clock_wires.png
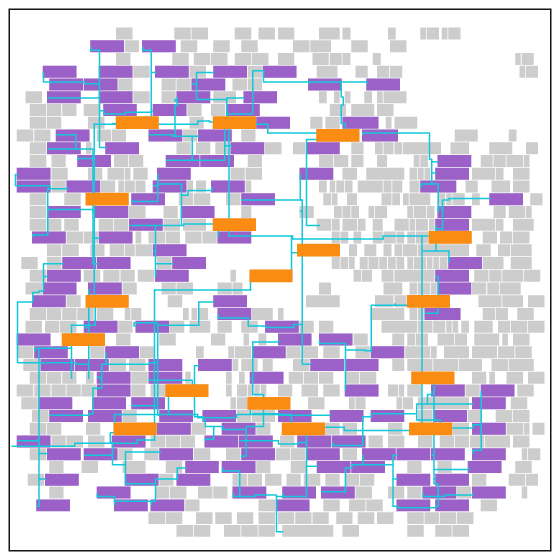
sizing.png
The bar under the picture is 20 µm long.
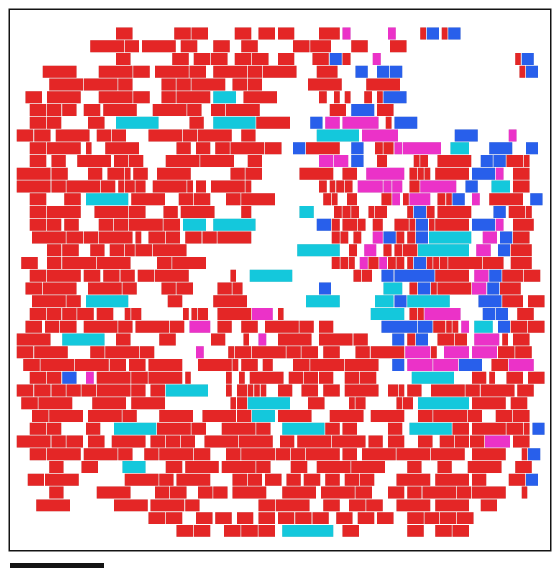
$ cat src/rtl/stream_demux_pkg.sv
// stream_demux_pkg
//   Shared constants and helpers for the stream demultiplexer:
//   - DEF_DW / DEF_N : default data width and channel count
//   - DROP_CW        : width of the saturating drop counter
//   - sel_width()    : select width for N channels (clog2, never below 1)
package stream_demux_pkg;

    localparam int DEF_DW  = 8;
    localparam int DEF_N   = 16;
    localparam int DROP_CW = 8;

    function automatic int sel_width(input int n);
        return (n <= 2) ? 1 : $clog2(n);
    endfunction

endpackage

$ cat src/rtl/stream_demux_slot.sv
// stream_demux_slot
//   One-entry holding register for a single output channel.
//   Ports:
//     clk, rst_n  - clock, synchronous active-low reset
//     load        - capture din this edge (only raised when free=1)
//     din         - word to capture
//     out_valid   - slot holds a word (FULL)
//     out_ready   - consumer accepts the held word
//     out_data    - held word; keeps its last value while EMPTY
//     free        - slot can take a word this cycle (EMPTY, or draining)
//
//   state   | meaning
//   --------+-----------------------------------------
//   S_EMPTY | nothing held, out_valid = 0
//   S_FULL  | word held, out_valid = 1
module stream_demux_slot
    import stream_demux_pkg::*;
#(
    parameter int DW = DEF_DW
) (
    input  logic          clk,
    input  logic          rst_n,
    input  logic          load,
    input  logic [DW-1:0] din,
    output logic          out_valid,
    input  logic          out_ready,
    output logic [DW-1:0] out_data,
    output logic          free
);

    localparam logic [0:0] S_EMPTY = 1'b0;
    localparam logic [0:0] S_FULL  = 1'b1;

    logic [0:0]    r_state;
    logic [DW-1:0] r_data;

    always_ff @(posedge clk) begin
        if (!rst_n) begin
            r_state <= S_EMPTY;
            r_data  <= '0;
        end else if (load) begin
            // Covers the drain-and-load case: slot stays FULL with new data.
            r_state <= S_FULL;
            r_data  <= din;
        end else if (r_state == S_FULL && out_ready) begin
            r_state <= S_EMPTY;
        end
    end

    assign out_valid = (r_state == S_FULL);
    assign out_data  = r_data;
    assign free      = (r_state == S_EMPTY) || out_ready;

endmodule

$ cat src/rtl/stream_demux.sv
// stream_demux
//   Registered 1-to-N stream demultiplexer with valid/ready handshakes.
//   A word goes to channel in_sel, or to every channel when in_bcast=1.
//   Selects >= N are accepted, discarded, flagged on err_sel (next cycle)
//   and counted in drop_cnt (saturating).
//   Ports:
//     clk, rst_n            - clock, synchronous active-low reset
//     in_valid/in_ready     - producer handshake
//     in_data, in_sel       - word and destination channel
//     in_bcast              - deliver to all channels
//     out_valid/out_ready   - per-channel consumer handshake (N bits)
//     out_data              - channel i at [i*DW +: DW]
//     err_sel               - registered pulse after a dropped word
//     drop_cnt              - saturating count of dropped words
module stream_demux
    import stream_demux_pkg::*;
#(
    parameter  int DW = DEF_DW,
    parameter  int N  = DEF_N,
    localparam int SW = sel_width(N)
) (
    input  logic              clk,
    input  logic              rst_n,
    input  logic              in_valid,
    output logic              in_ready,
    input  logic [DW-1:0]     in_data,
    input  logic [SW-1:0]     in_sel,
    input  logic              in_bcast,
    output logic [N-1:0]      out_valid,
    input  logic [N-1:0]      out_ready,
    output logic [N*DW-1:0]   out_data,
    output logic              err_sel,
    output logic [DROP_CW-1:0] drop_cnt
);

    logic [N-1:0]       w_free;
    logic [2**SW-1:0]   w_free_pad;
    logic [N-1:0]       w_load;
    logic               w_sel_ok;
    logic               w_accept;
    logic               w_drop;

    logic               r_err_sel;
    logic [DROP_CW-1:0] r_drop_cnt;

    // Pad the free vector to the full select range so the index below is
    // always in bounds; the padded entries are masked by w_sel_ok anyway.
    assign w_free_pad = (2**SW)'(w_free);
    assign w_sel_ok   = (int'(in_sel) < N);

    always_comb begin
        in_ready = 1'b1;
        if (in_bcast) begin
            in_ready = &w_free;
        end else if (w_sel_ok) begin
            in_ready = w_free_pad[in_sel];
        end
    end

    assign w_accept = in_valid && in_ready;
    assign w_drop   = w_accept && !in_bcast && !w_sel_ok;

    genvar g;
    generate
        for (g = 0; g < N; g++) begin : g_slot
            assign w_load[g] = w_accept && (in_bcast || (w_sel_ok && (int'(in_sel) == g)));

            stream_demux_slot #(.DW(DW)) u_slot (
                .clk       (clk),
                .rst_n     (rst_n),
                .load      (w_load[g]),
                .din       (in_data),
                .out_valid (out_valid[g]),
                .out_ready (out_ready[g]),
                .out_data  (out_data[g*DW +: DW]),
                .free      (w_free[g])
            );
        end
    endgenerate

    always_ff @(posedge clk) begin
        if (!rst_n) begin
            r_err_sel  <= 1'b0;
            r_drop_cnt <= '0;
        end else begin
            r_err_sel <= w_drop;
            if (w_drop && !(&r_drop_cnt)) begin
                r_drop_cnt <= r_drop_cnt + 1'b1;
            end
        end
    end

    assign err_sel  = r_err_sel;
    assign drop_cnt = r_drop_cnt;

endmodule

$ cat config.mk
export PLATFORM = sky130hd
export DESIGN_NAME = stream_demux
export DESIGN_NICKNAME = d
export VERILOG_FILES = /design/src/rtl/stream_demux_pkg.sv /design/src/rtl/stream_demux_slot.sv /design/src/rtl/stream_demux.sv
export SDC_FILE = /design/constraint.sdc
export NUM_CORES = 1
export LEC_CHECK = 0
export CAP_MARGIN = 5
export CORE_UTILIZATION = 40
export DETAILED_ROUTE_END_ITERATION = 7
export GPL_TIMING_DRIVEN = 0
export PLACE_DENSITY = 0.73
export RECOVER_POWER = 100
export SKIP_CTS_REPAIR_TIMING = 1
export SYNTH_ARGS = -nofsm -noshare
export SYNTH_HDL_FRONTEND = slang
export SYNTH_SLANG_ARGS = --single-unit
$ cat constraint.sdc
create_clock -name clk -period 2.9 [get_ports clk]
set_input_delay 0.725 -clock clk [delete_from_list [all_inputs] [get_ports clk]]
set_output_delay 0.725 -clock clk [all_outputs]
set_load 0.03 [all_outputs]
==> results_dict.tcl <==
# metrics dict for downstream scripts
set metrics [dict create \
    wirelength_um 16800 \
    via_count 4618 \
    timing.max_slew.rel_slack_pct 30.6 \
    n_multi_input_combinational_cell 254 \
    worstHoldPathType "flop to flop" \
    status "complete, but fails checks" \
    hold_violations 0 \
    setup_crit_end_kind "primary output" \
    dominant_cell_by_count_in_the_synthesized_netlist "sky130_fd_sc_hd__dfxtp_1" \
    nonClkBufAreaFrac_pct 27.2 \
    final.setup.worst_slack_ns -0.165 \
    n_clock_buffer 22 \
    seq_pwr_share_pct 40.5 \
    failed_checks "negative setup slack" \
    grt_use_total_pct 25.6 \
    worst-endpoint-arrival_ns 2.34 \
    chip_area_mm2 0.0133 \
    minimum_setup_slack_after_placement_ns -1.43 \
    comb_area_mm2 0.00206 \
    synthesis.area_per_instance_um2 11.2 \
    r2r-end "g_slot[6].u_slot.out_data[6]$_SDFFE_PN0P_" \
    adder_cell_area_share_of_the_yosys_netlist_pct 0 \
    grt_antenna_before_repair 0 \
    ys_async_sr_fraction_pct 0 \
    grt_max_degree 17 \
    power_mw 5.29 \
    hold_worst_slack_ns 0.455 \
    fraction_of_final_layout_cells_sized_beyond_drive_strength_1_pct 19.2 \
    comb_area_share_pct 25.8 \
    final_common_cell "sky130_fd_sc_hd__dlygate4sd3_1" \
    post_synth_mux_area_share_pct 0.880 \
    finish.utilization_pct 65.4 \
    slew_violations 0 \
    io_buffers 173 \
    power.net_switching_mw 1.43 \
    final-setup-viol-count 1 \
    rr_startpoint "g_slot[3].u_slot.out_valid$_SDFFE_PN0P_" \
    ctsRootBufferMaster "sky130_fd_sc_hd__clkbuf_16" \
    syn_inst 458 \
    drt_pass1_iterations 5 \
    synth_flops 144 \
    yosys-stat-area_mm2 0.00512 \
    ys_seq_share_pct 56.3 \
]
## Picture notes: clock_wires.png
[clock-net drivers] orange | count: 17
[flip-flops] purple | count: 144
[clock wires] cyan | length: 1,700 µm
routed clock nets	18
Clk pwr share: 42.8%
skew final: 0.00745 ns
insertion delay at the late pin of the worst-skew pair: 0.42 ns
clock-net power: 2.26 mW

## Picture notes: sizing.png
size	colour	cells	most used
x1 and smaller	red	553	dlygate4sd3_1
x6 and larger	cyan	32	clkbuf_16
x3 and x4	blue	55	buf_4
x2	magenta	44	clkbuf_2
Synth-to-Final Area Change: 56.5%
final worst slack: -0.165 ns

==> metrics by stage <==
step / TNS (ns) / instances
floorplan: 0 / 466
CTS: -47.51 / 837
global placement: -105.37 / 807
detailed placement: -102.80 / 807
finish: -0.165 / 852
global route: -0.228 / 852
==> flip-flops by register name, summed over array words and instances, names as in the netlist <==
signal and flops:
g_slot.u_slot.out_data 128, g_slot.u_slot.out_valid 16
==> metal layers <==
layer / GRT usage, % / wire [µm]
met2: 40.8 / 7850
met3: 9.96 / 1510
met1: 31.2 / 7110
met4: 9.52 / 329
met5: 0 / 0
==> critical path, delay by kind of cell <==
kind | cells | cell delay, ns
compound gates | 1 | 0.26
buf+inv | 5 | 0.51
mux | 1 | 0.47
simple gates | 3 | 0.37
Power figures rest on the tool's default switching activity, not on a simulated workload.
